<file path="config.mk">
export PLATFORM = sky130hd
export DESIGN_NAME = uart_tx_port_flat
export DESIGN_NICKNAME = d
export VERILOG_FILES = /design/src/rtl/uart_tx_port_if.sv /design/src/rtl/uart_tx_port.sv /design/src/flat_wrapper.sv
export SDC_FILE = /design/constraint.sdc
export NUM_CORES = 1
export LEC_CHECK = 0
export CORE_UTILIZATION = 45
export DETAILED_ROUTE_END_ITERATION = 12
export PLACE_DENSITY = 0.69
export SLEW_MARGIN = 10
export SYNTH_ARGS = -nofsm -noshare
export SYNTH_HDL_FRONTEND = slang
export SYNTH_SLANG_ARGS = --single-unit
</file>
<file path="constraint.sdc">
create_clock -name CLK -period 3.7 [get_ports CLK]
set_clock_uncertainty 0.1 [all_clocks]
set_input_delay 0.74 -clock CLK [delete_from_list [all_inputs] [get_ports CLK]]
set_output_delay 0.74 -clock CLK [all_outputs]
set_load 0.02 [all_outputs]
</file>
<file path="src/rtl/uart_tx_port_if.sv">
// CPU IO-slot bus for the UART transmit port: write strobe/data in, status word out.
interface uart_tx_port_if;
    logic        WE;
    logic [31:0] WD;
    logic [31:0] RD;

    modport master (output WE, WD, input RD);
    modport slave  (input WE, WD, output RD);
endinterface

</file>
<file path="src/rtl/uart_tx_port.sv">
// UART transmit responder: byte FIFO fed from the IO slot, drained as 8N1 frames on TXD.
// Status word on RD is combinational from registered state only.
module uart_tx_port #(
    parameter int CLK_HZ = 50000000,
    parameter int BAUD   = 115200,
    parameter int DEPTH  = 16
) (
    input  logic          CLK,
    input  logic          RESET,
    uart_tx_port_if.slave bus,
    output logic          TXD
);
    localparam int DIV = CLK_HZ / BAUD;
    localparam int CW  = (DIV > 1) ? $clog2(DIV) : 1;
    localparam int AW  = $clog2(DEPTH);
    localparam int LW  = AW + 1;
    localparam logic [CW-1:0] BAUD_LAST = CW'(DIV - 1);
    localparam logic [LW-1:0] LVL_FULL  = LW'(DEPTH);

    typedef enum logic [1:0] {IDLE, START, DATA, STOP} state_t;

    state_t        state_q, state_d;
    logic [CW-1:0] baud_q, baud_d;
    logic [2:0]    bit_q, bit_d;
    logic [7:0]    shift_q, shift_d;
    logic          txd_q, txd_d;
    logic [7:0]    mem_q [DEPTH];
    logic [7:0]    mem_d [DEPTH];
    logic [AW-1:0] wr_ptr_q, wr_ptr_d;
    logic [AW-1:0] rd_ptr_q, rd_ptr_d;
    logic [LW-1:0] level_q, level_d;
    logic          ovf_q, ovf_d;

    logic cmd, push_req, accept, pop, baud_tick, full, empty;
    logic unused_wd;

    assign unused_wd = ^bus.WD[30:8];

    always_comb begin
        cmd       = bus.WE & bus.WD[31];
        push_req  = bus.WE & ~bus.WD[31];
        full      = (level_q == LVL_FULL);
        empty     = (level_q == '0);
        baud_tick = (baud_q == BAUD_LAST);
        pop       = (state_q == IDLE) && !empty;
        // A full FIFO still takes a byte when the head leaves on the same edge.
        accept    = push_req && (!full || pop);
    end

    always_comb begin
        state_d = state_q;
        baud_d  = baud_tick ? '0 : baud_q + 1'b1;
        bit_d   = bit_q;
        shift_d = shift_q;
        unique case (state_q)
            IDLE: begin
                baud_d = '0;
                if (pop) begin
                    shift_d = mem_q[rd_ptr_q];
                    state_d = START;
                end
            end
            START: if (baud_tick) begin
                state_d = DATA;
                bit_d   = '0;
            end
            DATA: if (baud_tick) begin
                shift_d = {1'b0, shift_q[7:1]};
                bit_d   = bit_q + 1'b1;
                if (bit_q == 3'd7) state_d = STOP;
            end
            STOP: if (baud_tick) state_d = IDLE;
            default: state_d = IDLE;
        endcase
        // Line level follows the state one cycle later, straight from a flop.
        unique case (state_q)
            START:   txd_d = 1'b0;
            DATA:    txd_d = shift_q[0];
            default: txd_d = 1'b1;
        endcase
    end

    always_comb begin
        mem_d    = mem_q;
        wr_ptr_d = wr_ptr_q;
        rd_ptr_d = rd_ptr_q;
        level_d  = level_q;
        ovf_d    = ovf_q;
        if (accept) begin
            mem_d[wr_ptr_q] = bus.WD[7:0];
            wr_ptr_d        = wr_ptr_q + 1'b1;
        end
        if (pop) rd_ptr_d = rd_ptr_q + 1'b1;
        if (accept && !pop)      level_d = level_q + 1'b1;
        else if (!accept && pop) level_d = level_q - 1'b1;
        if (push_req && !accept) ovf_d = 1'b1;
        if (cmd && bus.WD[1])    ovf_d = 1'b0;
        // Flush drops the queue only; a byte already in the shifter still goes out.
        if (cmd && bus.WD[0]) begin
            rd_ptr_d = wr_ptr_q;
            level_d  = '0;
        end
    end

    always_ff @(posedge CLK or posedge RESET) begin
        if (RESET) begin
            state_q  <= IDLE;
            baud_q   <= '0;
            bit_q    <= '0;
            shift_q  <= '0;
            txd_q    <= 1'b1;
            wr_ptr_q <= '0;
            rd_ptr_q <= '0;
            level_q  <= '0;
            ovf_q    <= 1'b0;
        end else begin
            state_q  <= state_d;
            baud_q   <= baud_d;
            bit_q    <= bit_d;
            shift_q  <= shift_d;
            txd_q    <= txd_d;
            wr_ptr_q <= wr_ptr_d;
            rd_ptr_q <= rd_ptr_d;
            level_q  <= level_d;
            ovf_q    <= ovf_d;
        end
    end

    always_ff @(posedge CLK) begin
        mem_q <= mem_d;
    end

    always_comb begin
        bus.RD            = '0;
        bus.RD[LW-1:0]    = level_q;
        bus.RD[8]         = empty;
        bus.RD[9]         = full;
        bus.RD[10]        = (state_q != IDLE);
        bus.RD[11]        = ovf_q;
    end

    assign TXD = txd_q;
endmodule
</file>
<file path="src/flat_wrapper.sv">
// flat-port wrapper written by rule: the top's interface ports become plain ports
module uart_tx_port_flat 
#(
    parameter int CLK_HZ = 50000000,
    parameter int BAUD   = 115200,
    parameter int DEPTH  = 16
)
  (CLK, RESET, TXD, bus_WE, bus_WD, bus_RD);
  uart_tx_port_if bus_i ();
  input  logic CLK;
  input  logic RESET;
  output logic TXD;
  input wire logic [$bits(bus_i.WE)-1:0] bus_WE;
  input wire logic [$bits(bus_i.WD)-1:0] bus_WD;
  output wire logic [$bits(bus_i.RD)-1:0] bus_RD;
  assign bus_i.WE = bus_WE;
  assign bus_i.WD = bus_WD;
  assign bus_RD = bus_i.RD;
  uart_tx_port #(.CLK_HZ(CLK_HZ), .BAUD(BAUD), .DEPTH(DEPTH)) u_core (.CLK(CLK), .RESET(RESET), .bus(bus_i), .TXD(TXD));
endmodule
</file>
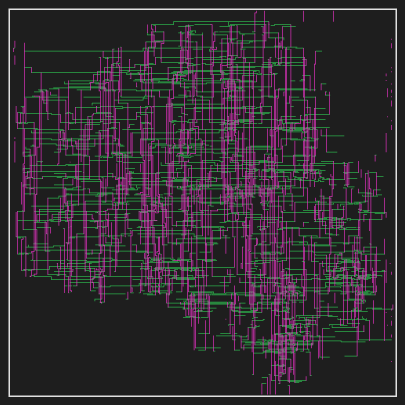
Run 1: routed metal, one colour a layer
Scale: 3 px per um. Only two layers are drawn.
Key: magenta = met2 [wire length 7030 um]; green = met1 [wire length 5890 um]
total routing usage reported by global routing: 0.186
vias post-DR: 4000

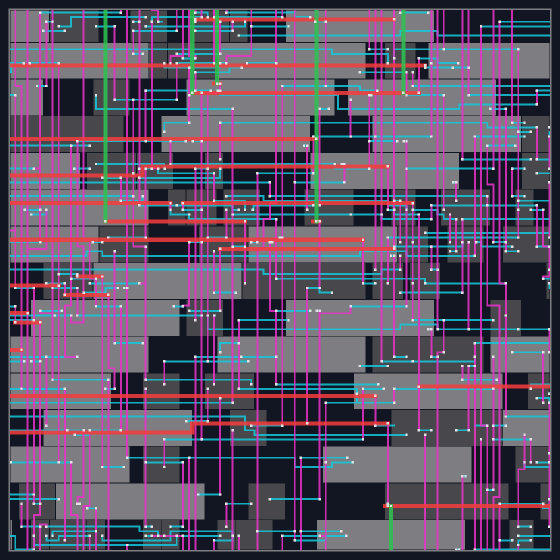
Run 1: a small window of the routed layout
Region (44, 44) to (84, 84) um. Cells in grey, sequential cells in the stronger grey; small squares are vias.
Key: green = met4; cyan = met1; magenta = met2; red = met3
Most frequent: edfxtp_1 (24), mux2i_1 (10), buf_4 (8). Netlist names of flops here include `u_core.mem_q` (24). Sequential cells in the window: 24. 76 logic cells have their middle in the window.

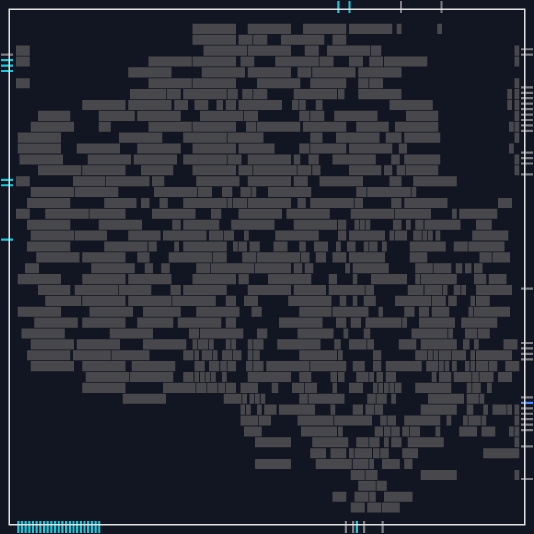
Run 1: pin placement
Scale: 4 px per um. Pins as bars across the die edge, other pins in grey.
Key: blue = `RESET` [pins 1, direction input, edge right]; cyan = `bus_WD` [pins 32, direction input, edge 24 bottom, 6 left, 2 top]
All pins by edge: 29 right, 28 bottom, 7 left, 4 top.
vertical extent of the die: 128 um
number of port buffers: 21

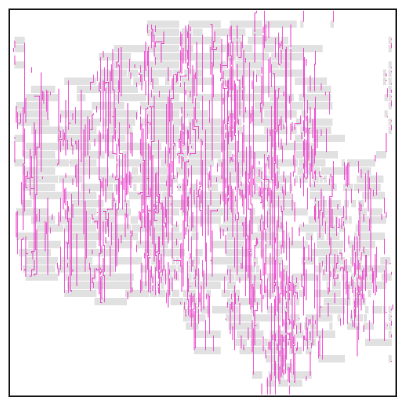
Run 1: the metal 2 layer
Scale: 3 px per um. Cells faint in the background.
The wires run mostly vertical. 472 nets have wire on it. The longest straight run is 59.0 um. The layer carries 7030 um of wire.

==> impl_metrics.tcl, run 1 <==
# implementation run metrics
set metrics [dict create \
    result_of_the_run "finished clean" \
    path_cells "nor4_2 -> nand2b_1 -> inv_1 -> clkdlybuf4s50_1" \
    layout_setup_ws_ns 0.572 \
    drtPass1Iterations 5 \
    fin_util 0.530 \
    core.rowCount 45 \
    layout_min_cycle_time_ns 3.13 \
    slew_headroom 0.369 \
    top_area_cell_type_share_of_the_netlist_area 0.534 \
    detailroute.wirelength.met3_um 850 \
    floorplan.core_util 0.467 \
    finish.instance_area_um2 8180 \
    largest_register_ffs 128 \
    tns_ns 0 \
    setup.reg_to_reg.worst_slack_ns 0.70 \
    timing.critical_path.slowest_cell_delay_ns 0.60 \
    num-fill-cells 1268 \
    postSynth.asyncResetShare 0.224 \
    crit-reg2reg-launch "u_core.level_q[0]$_DFFE_PP0P_" \
    post_cts.resized_instances 0 \
    comb_area_frac 0.265 \
    hold_start "u_core.bit_q[2]$_DFFE_PP0P_" \
    worst_voltage_drop_across_the_vdd_grid_v 0.000396 \
    log.warning_count 57 \
    synth.area.top_cells "sky130_fd_sc_hd__edfxtp_1, sky130_fd_sc_hd__dfrtp_1, sky130_fd_sc_hd__mux4_2" \
    wire_length_of_the_first_global_routing_pass_um 22300 \
    power.share.clock 0.265 \
    area_growth_pct 13.6 \
    r2r_cells 9 \
    root_buffer "sky130_fd_sc_hd__clkbuf_16" \
    setup_viol_count_final 0 \
    gp_routability_congestion 0.837 \
    logic_area_um2 2170 \
    timing.hold.worst.class "register to register" \
    fmax_mhz 320 \
    total_cell_area_reported_by_yosys_after_synthesis_um2 7200 \
    n_antenna_cell 0 \
    grt_pass1_vias 4104 \
    clk-insertion-delay-late_ns 0.42 \
    flop_area_um2 4770 \
    synthesis.area_um2 7200 \
    grt_max_degree 31 \
    clk_pin_slew_ns 0.06 \
    grt_util_met1 0.234 \
    synth_dominant_cell_count "sky130_fd_sc_hd__edfxtp_1" \
    cell_count_after_placement 713 \
    post-route-period-util 0.845 \
    yosys.cell_types.count 47 \
    final_cell_count_no_fill 744 \
    cts_num_sinks 165 \
    final_max_slew_viol_count 0 \
    postRouteWirelength_um 14000 \
    path_max_fanout 7 \
    cp-end-kind "primary output" \
    fp.coreArea_um2 15400 \
    ctsHoldBuffers 0 \
    yosysSeqAreaShare 0.663 \
    drive_above_1_share 0.141 \
    power.sequential.total_mw 2.56 \
    maximum_root_to_sink_buffer_count 2 \
    layout.area.top_class "flip-flops and latches" \
    yosysTopAreaCell "sky130_fd_sc_hd__edfxtp_1" \
    yosysWarnings 0 \
    timing.critical_path.from "u_core.level_q[0]$_DFFE_PP0P_" \
    layout_top_cells "sky130_fd_sc_hd__edfxtp_1, sky130_fd_sc_hd__nor2_1, sky130_fd_sc_hd__dfrtp_1" \
    flop-count 165 \
    layout.clock_buffers 18 \
    reg_top3 "u_core.mem_q x128, u_core.baud_q x9, u_core.shift_q x8" \
    boundaryPins 68 \
    grt_antenna_before_repair 0 \
    critPathKind "register to primary output" \
    netlist_instances 480 \
    n_all_inverters 13 \
    dr.max_layer_used "met4" \
    netlist_top_cells_count "sky130_fd_sc_hd__edfxtp_1, sky130_fd_sc_hd__nor2_1, sky130_fd_sc_hd__dfrtp_1, sky130_fd_sc_hd__buf_4, sky130_fd_sc_hd__mux2i_1" \
    internal_power_mw 3.95 \
    post-layout-total-power_mw 5.97 \
]
run 1: logic make-up (layout without fill, tap and decap cells):
family / count (synthesis) / count (layout) / share of synthesized area
buf+inv: 58 / 89 / 0.0478
simple gates: 109 / 109 / 0.0716
other cells: 1 / 23 / 0.000521
xor+xnor: 15 / 15 / 0.0183
compound gates: 59 / 59 / 0.0541
mux: 55 / 55 / 0.113
flops: 165 / 165 / 0.663
fa+ha+maj: 18 / 18 / 0.0323
run 1: critical path, delay by kind of cell, from the launching register on:
kind                   cells  cell delay, ns
and+or+nand+nor            2            0.70
buffers and inverters      2            0.69
DFF                        1            0.47
Run 1, cell outlines without signal wires:
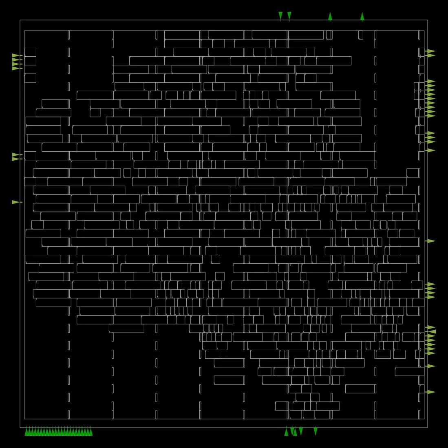

--- run 2 (diff from run 1) ---
--- a/config.mk
+++ b/config.mk
@@ -7,7 +7,7 @@
 export LEC_CHECK = 0
 export CORE_UTILIZATION = 45
 export DETAILED_ROUTE_END_ITERATION = 12
-export PLACE_DENSITY = 0.69
+export PLACE_DENSITY = 0.72
 export SLEW_MARGIN = 10
 export SYNTH_ARGS = -nofsm -noshare
 export SYNTH_HDL_FRONTEND = slang
==> constraint.sdc (replaced) <==
create_clock -name CLK -period 2.8 [get_ports CLK]
set_clock_uncertainty 0.1 [all_clocks]
set_input_delay 0.56 -clock CLK [delete_from_list [all_inputs] [get_ports CLK]]
set_output_delay 0.56 -clock CLK [all_outputs]
set_load 0.02 [all_outputs]
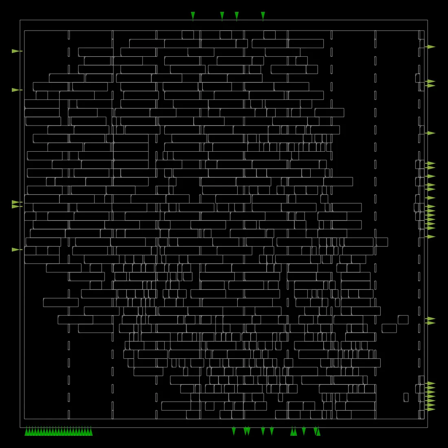
Run 2: cell outlines without signal wires
core area: 15400 um^2
tap cell count: 211
final core utilization: 0.545

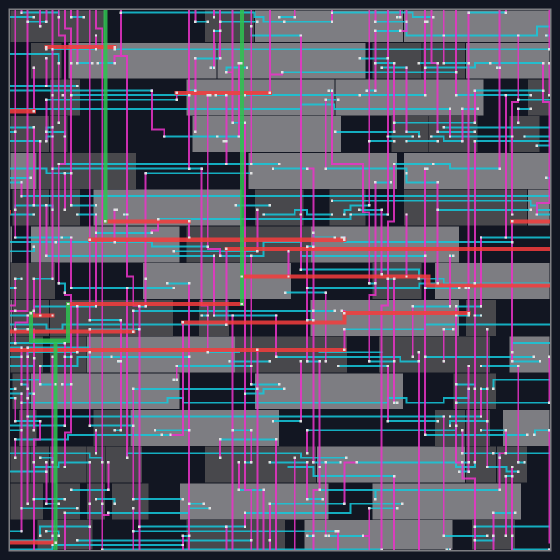
Run 2: a small window of the routed layout
Region (44, 44) to (84, 84) um. Cells in grey, sequential cells in the stronger grey; small squares are vias.
Key: red = met3; cyan = met1; magenta = met2; green = met4
75 logic cells have their middle in the window. Sequential cells in the window: 24. Most frequent: edfxtp_1 (24), buf_4 (8), mux2i_1 (7). Netlist names of flops here include `u_core.mem_q` (24).

==> impl_metrics.tcl, run 2 <==
# implementation run metrics
set metrics [dict create \
    internal_power_mw 5.65 \
    drive_above_1_share 0.168 \
    ctsHtreeMaxLevel 4 \
    root_buffer "sky130_fd_sc_hd__clkbuf_16" \
    layout.area.top_class "flip-flops and latches" \
    yosysTopAreaCell "sky130_fd_sc_hd__edfxtp_1" \
    startpoint_type "register" \
    layout_setup_ws_ns 0.138 \
    required_ns 3.00 \
    logic_area_um2 2180 \
    flop-count 165 \
    comb_area_frac 0.260 \
    num-nonclk-buffers 61 \
    gp_routability_congestion 0.819 \
    grt_antenna_before_repair 0 \
    n_all_inverters 13 \
    tns_ns 0 \
    power.sequential.total_mw 3.28 \
    cpLargestDelayFamily "simple AND/OR/NAND/NOR gates" \
    core.rowCount 45 \
    topCombFamilyByArea "multiplexers" \
    postRouteWirelength_um 13800 \
    standby_leakage_power_nw 3.17 \
    timing.hold.worst.class "register to register" \
    largest_register_ffs 128 \
    top_area_cell_type_share_of_the_netlist_area 0.534 \
    path_cells "or4_1 -> nand2_1 -> nand3b_1 -> ha_1 -> a21o_1 -> a21oi_1 -> xor2_1 -> nor2_1 -> mux2_1" \
    post-route-period-util 0.951 \
    slew_headroom 0.548 \
    n_antenna_cell 1 \
    post_synth_xor_area_fraction 0.0183 \
    critical_path_arrival_ns 2.87 \
    layout_top_cells "sky130_fd_sc_hd__edfxtp_1, sky130_fd_sc_hd__nor2_1, sky130_fd_sc_hd__buf_4" \
    sh_seq_area 0.567 \
    grt_util_all_layers 0.190 \
    mux_share 0.113 \
    fmax_mhz 376 \
    yosys.cell_types.count 47 \
    area_growth_pct 16.8 \
    post-layout-total-power_mw 8.37 \
    hold_start "u_core.shift_q[0]$_DFFE_PP0P_" \
    floorplan.core_util 0.467 \
    crit_buf_inv 0 \
    netlist_top_cells_count "sky130_fd_sc_hd__edfxtp_1, sky130_fd_sc_hd__nor2_1, sky130_fd_sc_hd__dfrtp_1, sky130_fd_sc_hd__buf_4, sky130_fd_sc_hd__mux2i_1" \
    clockNetworkAreaShare 0.0714 \
    numPortBuffers 21 \
    final_max_slew_viol_count 0 \
    routedWlPerCell_um 18.2 \
    flop_area_um2 4770 \
    crit_slowest_cell "sky130_fd_sc_hd__or4_1" \
    pg_clk_mw 2.37 \
    setup_viol_count_final 0 \
    sw_pwr_mw 2.72 \
    result_of_the_run "finished clean" \
    hold_violations 0 \
    seq_pwr_share 0.392 \
    drtPass1Iterations 5 \
    avgViaCountPerCell 5.34 \
    ctsHoldBuffers 0 \
    worst_r2r_dst "u_core.level_q[3]$_DFFE_PP0P_" \
    detailedPlacementHpwl_um 9350 \
    floorplan.die_area_um2 16500 \
    synthesis.area_um2 7200 \
    fp.dieH_um 128 \
    setup.reg_to_reg.worst_slack_ns 0.14 \
    timing.critical_path.from "u_core.level_q[0]$_DFFE_PP0P_" \
    postSynthAreaPerCell_um2 15.0 \
    placed_cell_area_um2 7790 \
    log.warning_count 57 \
    boundaryPins 68 \
    final_cell_count_no_fill 761 \
    pwr.group.combinational_mw 2.73 \
    postSynth.asyncResetShare 0.224 \
    clk-insertion-delay-late_ns 0.43 \
    grt_setup_unrepaired "no" \
    aoi_share 0.0541 \
    grt_pass1_vias 4248 \
    cts_inserted_buffers 17 \
    synthFlopType "sky130_fd_sc_hd__edfxtp_1" \
    detailroute.via_count 4066 \
    top_register_by_number_of_flip_flops "u_core.mem_q" \
    critPathKind "register to register" \
    cp-end-kind "register" \
    cts_num_sinks 165 \
    yosysWarnings 0 \
    cts.repair_timing.setup_buffer_count 0 \
    finish.instance_area_um2 8410 \
    reg_top3 "u_core.mem_q x128, u_core.baud_q x9, u_core.shift_q x8" \
    synth.area.top_cells "sky130_fd_sc_hd__edfxtp_1, sky130_fd_sc_hd__dfrtp_1, sky130_fd_sc_hd__mux4_2" \
    timing.critical_path.slowest_cell_delay_ns 0.57 \
    layout.nonclk_buf_frac 0.0641 \
    power.share.clock 0.283 \
    synth_dominant_cell_count "sky130_fd_sc_hd__edfxtp_1" \
    netlist_instances 480 \
    path_max_fanout 4 \
    num-fill-cells 1252 \
    total_cell_area_reported_by_yosys_after_synthesis_um2 7200 \
    layout_min_cycle_time_ns 2.66 \
    dr.first_iter.drc_count 337 \
    grt_max_degree 38 \
    post_cts.resized_instances 2 \
    wire_length_of_the_first_global_routing_pass_um 22900 \
    nNetsFinal 590 \
    maximum_root_to_sink_buffer_count 2 \
    layout.clock_buffers 18 \
    count_of_library_flops_with_an_enable_pin 128 \
    crit-reg2reg-launch "u_core.level_q[0]$_DFFE_PP0P_" \
    clk_pin_slew_ns 0.06 \
    synth-simple-area-share 0.0716 \
    timing.max_cap.violations 0 \
    yosysSeqAreaShare 0.663 \
    setup.worst_path.end "u_core.level_q[3]$_DFFE_PP0P_" \
    cell_count_after_placement 729 \
    r2r_cells 9 \
    critical_path_depth 9 \
    worst_voltage_drop_across_the_vdd_grid_v 0.000480 \
    post_synth_fa_ha_maj_area_fraction 0.0323 \
]
## run 2: cell count changes in the layout (fill, tap and decap cells not counted), sizes merged, moves of 2 or more
cell	previous run	this run
buf	24	40
clkinv	9	5
inv	14	18
bufinv	0	3
clkdlybuf4s50	21	18
clkinvlp	3	0
dlymetal6s2s	0	2
## run 2: logic make-up (layout without fill, tap and decap cells)
logic type               after synthesis  in the layout
AND-OR/OR-AND                         59             59
XOR/XNOR                              15             15
adder cells (fa/ha/maj)               18             18
buffers and inverters                 58            105
flip-flops                           165            165
multiplexers                          55             55
other                                  1             24
AND/OR/NAND/NOR                      109            109
## run 2: layer usage
metal,wire (um),global-route usage,share of wire
met5,0,0,0
met4,405,0.104,0.029
met3,711,0.0428,0.051
met2,6870,0.312,0.50
met1,5860,0.236,0.42
